--- src/rtl/prbs_wide_check_pkg.sv ---
// Shared definitions for the wide PRBS checker: state encoding and the
// per-word LFSR step used by both generator and checker.
package prbs_wide_check_pkg;

  localparam int MAX_W = 64;

  typedef enum logic {
    ST_HUNT   = 1'b0,
    ST_LOCKED = 1'b1
  } state_t;

  // One generator word step: width single-bit shifts of the Fibonacci LFSR.
  // Bits above width are don't-care; callers keep only the low width bits.
  function automatic logic [MAX_W-1:0] advance(input logic [MAX_W-1:0] x,
                                               input int width,
                                               input int tap1,
                                               input int tap2);
    logic [MAX_W-1:0] s;
    s = x;
    for (int i = 0; i < width; i++) begin
      s = {s[MAX_W-2:0], s[tap1[5:0]] ^ s[tap2[5:0]]};
    end
    return s;
  endfunction

endpackage

--- src/rtl/prbs_wide_check_popcount.sv ---
// Combinational population count of a WIDTH-bit word.
module prbs_popcount #(
  parameter int WIDTH = 8,
  parameter int CW    = $clog2(WIDTH + 1)
) (
  input  logic [WIDTH-1:0] i_data,
  output logic [CW-1:0]    o_count
);

  always_comb begin
    o_count = '0;
    for (int i = 0; i < WIDTH; i++) begin
      o_count = o_count + CW'(i_data[i]);
    end
  end

endmodule

--- src/rtl/prbs_wide_check.sv ---
// Receive-side PRBS checker: self-synchronising reference, lock tracking
// and saturating bit-error / bit-total counters for BER measurement.
module prbs_wide_check
  import prbs_wide_check_pkg::*;
#(
  parameter int WIDTH      = 8,
  parameter int TAP1       = 6,
  parameter int TAP2       = 5,
  parameter int CNT_W      = 32,
  parameter int LOCK_WORDS = 4,
  parameter int LOSS_WORDS = 4,
  parameter int LOSS_BITS  = WIDTH / 4
) (
  input  logic                       clk,
  input  logic                       reset,
  input  logic                       en,
  input  logic [WIDTH-1:0]           data_in,
  input  logic                       clear,
  output logic                       locked,
  output logic                       err_word,
  output logic [$clog2(WIDTH+1)-1:0] err_bits,
  output logic [CNT_W-1:0]           err_cnt,
  output logic [CNT_W-1:0]           bit_cnt
);

  localparam int CW = $clog2(WIDTH + 1);
  localparam int MW = $clog2(LOCK_WORDS + 1);
  localparam int LW = $clog2(LOSS_WORDS + 1);
  localparam logic [CW-1:0] LOSS_LIM  = CW'(LOSS_BITS);
  localparam logic [MW-1:0] LOCK_CNT  = MW'(LOCK_WORDS);
  localparam logic [LW-1:0] LOSS_CNT  = LW'(LOSS_WORDS);

  state_t           r_state;
  logic [WIDTH-1:0] r_ref;
  logic [MW-1:0]    r_matchCnt;
  logic [LW-1:0]    r_lossCnt;
  logic             r_locked;
  logic             r_errWord;
  logic [CW-1:0]    r_errBits;
  logic [CNT_W-1:0] r_errCnt;
  logic [CNT_W-1:0] r_bitCnt;

  logic [WIDTH-1:0] w_nextFromData;
  logic [WIDTH-1:0] w_nextFromRef;
  logic [WIDTH-1:0] w_diff;
  logic [CW-1:0]    w_errBits;
  logic             w_match;
  logic             w_bad;
  logic [MW-1:0]    w_matchNext;
  logic [LW-1:0]    w_lossNext;
  logic [CNT_W:0]   w_errSum;
  logic [CNT_W:0]   w_bitSum;

  assign w_nextFromData = WIDTH'(advance(MAX_W'(data_in), WIDTH, TAP1, TAP2));
  assign w_nextFromRef  = WIDTH'(advance(MAX_W'(r_ref), WIDTH, TAP1, TAP2));
  assign w_diff         = data_in ^ r_ref;

  prbs_popcount #(.WIDTH(WIDTH), .CW(CW)) u_popcount (
    .i_data  (w_diff),
    .o_count (w_errBits)
  );

  // All-zero words are the LFSR lock-up state and must never count as a match.
  assign w_match     = (data_in == r_ref) && (|data_in);
  assign w_bad       = w_errBits > LOSS_LIM;
  assign w_matchNext = r_matchCnt + 1'b1;
  assign w_lossNext  = r_lossCnt + 1'b1;
  assign w_errSum    = {1'b0, r_errCnt} + (CNT_W+1)'(w_errBits);
  assign w_bitSum    = {1'b0, r_bitCnt} + (CNT_W+1)'(WIDTH);

  always_ff @(posedge clk or posedge reset) begin
    if (reset) begin
      r_state    <= ST_HUNT;
      r_ref      <= '0;
      r_matchCnt <= '0;
      r_lossCnt  <= '0;
      r_locked   <= 1'b0;
      r_errWord  <= 1'b0;
      r_errBits  <= '0;
    end else if (en) begin
      case (r_state)
        ST_HUNT: begin
          r_ref     <= w_nextFromData;
          r_errWord <= 1'b0;
          if (w_match) begin
            if (w_matchNext == LOCK_CNT) begin
              r_state    <= ST_LOCKED;
              r_locked   <= 1'b1;
              r_matchCnt <= '0;
              r_lossCnt  <= '0;
            end else begin
              r_matchCnt <= w_matchNext;
            end
          end else begin
            r_matchCnt <= '0;
          end
        end
        ST_LOCKED: begin
          r_errBits <= w_errBits;
          r_errWord <= |w_errBits;
          // Reference free-runs while locked so a bit error never propagates.
          if (w_bad && (w_lossNext == LOSS_CNT)) begin
            r_state    <= ST_HUNT;
            r_locked   <= 1'b0;
            r_matchCnt <= '0;
            r_lossCnt  <= '0;
            r_ref      <= w_nextFromData;
          end else begin
            r_lossCnt <= w_bad ? w_lossNext : '0;
            r_ref     <= w_nextFromRef;
          end
        end
        default: r_state <= ST_HUNT;
      endcase
    end else begin
      r_errWord <= 1'b0;
    end
  end

  always_ff @(posedge clk or posedge reset) begin
    if (reset) begin
      r_errCnt <= '0;
      r_bitCnt <= '0;
    end else if (clear) begin
      r_errCnt <= '0;
      r_bitCnt <= '0;
    end else if (en && (r_state == ST_LOCKED)) begin
      r_errCnt <= w_errSum[CNT_W] ? '1 : w_errSum[CNT_W-1:0];
      r_bitCnt <= w_bitSum[CNT_W] ? '1 : w_bitSum[CNT_W-1:0];
    end
  end

  assign locked   = r_locked;
  assign err_word = r_errWord;
  assign err_bits = r_errBits;
  assign err_cnt  = r_errCnt;
  assign bit_cnt  = r_bitCnt;

endmodule

--- config.mk ---
export PLATFORM = sky130hd
export DESIGN_NAME = prbs_wide_check
export DESIGN_NICKNAME = d
export VERILOG_FILES = /design/src/rtl/prbs_wide_check_pkg.sv /design/src/rtl/prbs_wide_check_popcount.sv /design/src/rtl/prbs_wide_check.sv
export SDC_FILE = /design/constraint.sdc
export NUM_CORES = 1
export LEC_CHECK = 0
export CAP_MARGIN = 5
export CORE_ASPECT_RATIO = 1.4
export CORE_UTILIZATION = 58
export CTS_CLUSTER_DIAMETER = 200
export DETAILED_ROUTE_END_ITERATION = 8
export PLACE_DENSITY_LB_ADDON = 0.2
export SLEW_MARGIN = 5
export SYNTH_ARGS = -nofsm -noshare
export SYNTH_HDL_FRONTEND = slang
export SYNTH_SLANG_ARGS = --single-unit
--- constraint.sdc ---
create_clock -name clk -period 7.75 [get_ports clk]
set_clock_uncertainty 0.1 [all_clocks]
set_input_delay 1.55 -clock clk [delete_from_list [all_inputs] [get_ports clk]]
set_output_delay 1.55 -clock clk [all_outputs]
set_load 0.005 [all_outputs]
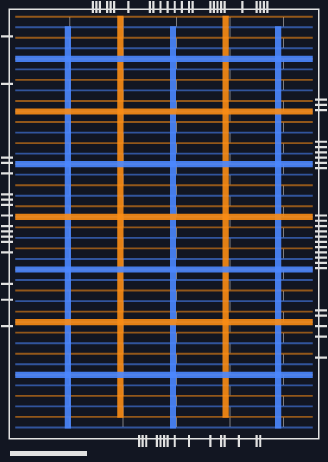
Figure 1: floorplan with the power grid.
The bar under the picture is 20 um long. Pins as bars on the die edge. Tap cells in grey.
[blue] VSS
[orange] VDD
met5 straps: 7
met4 straps: 5
met1 rails: 40
rows: 39
tap cells: 102
Peak supply drop: 140.1 uV
DIE HEIGHT: 110.5 um
Die W: 79.52 um
Core Region: 8149 sq um

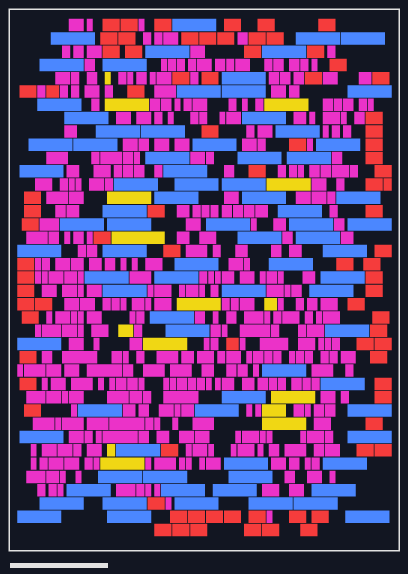
Figure 2: cell classes on the final placement.
The bar under the picture is 20 um long.
[yellow] clock drivers and dummy loads | cells: 15 | share of their area: 5.0%
[magenta] combinational and other logic | cells: 403 | share of their area: 46%
[blue] flops | cells: 83 | share of their area: 35%
[red] other buffers and delay cells | cells: 83 | share of their area: 14%
final core utilization: 0.7355
Seq/total area: 0.3466

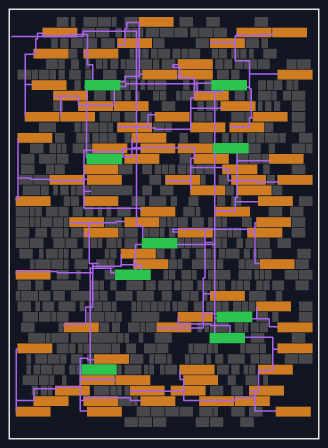
Figure 3: clock wires, drivers and flops.
[green] clock drivers | count: 9
[orange] flip-flops | count: 83
[purple] clock wires | length: 1,120 um
flops lie: widely spread
clock power share: 0.383
Clk power: 0.000430 W
Clock Latency Late Sink: 340 ps

==> results.tsv <==
metric	value	unit
status	finished clean	
dominant cell type by area after synthesis	dfrtp_1	
CP Cell Sequence	clkdlybuf4s50_1, xor2_1, inv_1, ha_1, fa_1, inv_1, fa_1, fa_1, fa_1, nand2b_1, and2_1, ha_1, o21ai_0, o21bai_1, nand2b_1, or3_2, a211o_1, a21oi_1	
Reg2Reg Setup Slack	2440	ps
logic share of the area	0.4296	
met1 WL	4.542	mm
xor+xnor area frac	0.08974	
Worst slew margin	0.2843	
full die area	8789	sq um
htree depth	3	
routed wl met2	6.126	mm
Fin Setup TNS	0	ps
P_int	0.0007942	W
fmax	152.0	MHz
Cell Area, Synth	4880	sq um
CP required	7900	ps
most numerous logic cell after layout	dfrtp_1	
placed cells	671	
# clk buffers	11	
Combinational Area	2575	sq um
mi-comb count	377	
R2R Path Start	r_ref[1]	
worst hold slack	395.4	ps
Resized Gates After CTS	0	
CP dominant cell by count	fa_1	
share of cells above drive strength 1	0.06507	
WP buf/inv	3	
hold_buf cts	0	
# Cells Yosys	512	
initial antenna violation count	0	
total setup buffers inserted after CTS	0	
Avg Inst Size Synth	9.531	sq um
Max Cap Viol	0	
Max FO, Critical Path	4	
via density per instance	6.109	
total gr overflow	0	
invs w/o clock	26	
register share after synthesis	0.4256	
Hold Crit Class	register to register	
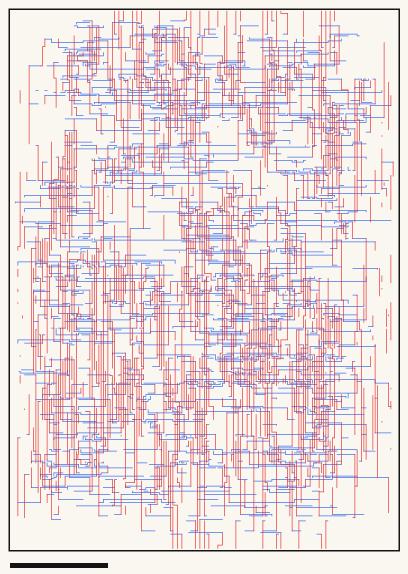
Figure 4: metal layers overlaid.
The bar under the picture is 20 um long. Only two layers are drawn.
[blue] metal 1 | wire length: 4,540 um
[red] metal 2 | wire length: 6,130 um
routed wire length: 11.46 mm
WL/cell: 16.71 um
GRT Total Usage: 0.2822
Vias: 4,191

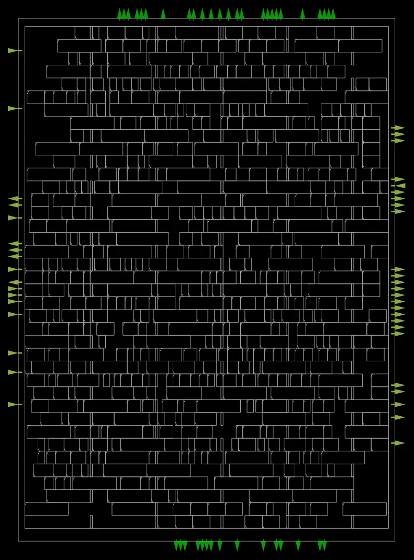
Figure 5: cell placement.
TAP cells: 102
Seq cells: 83
Post-Layout Cell Count: 686
row count: 39
Fillers: 610

No activity file was given, so power comes from the tool's default toggle rates.
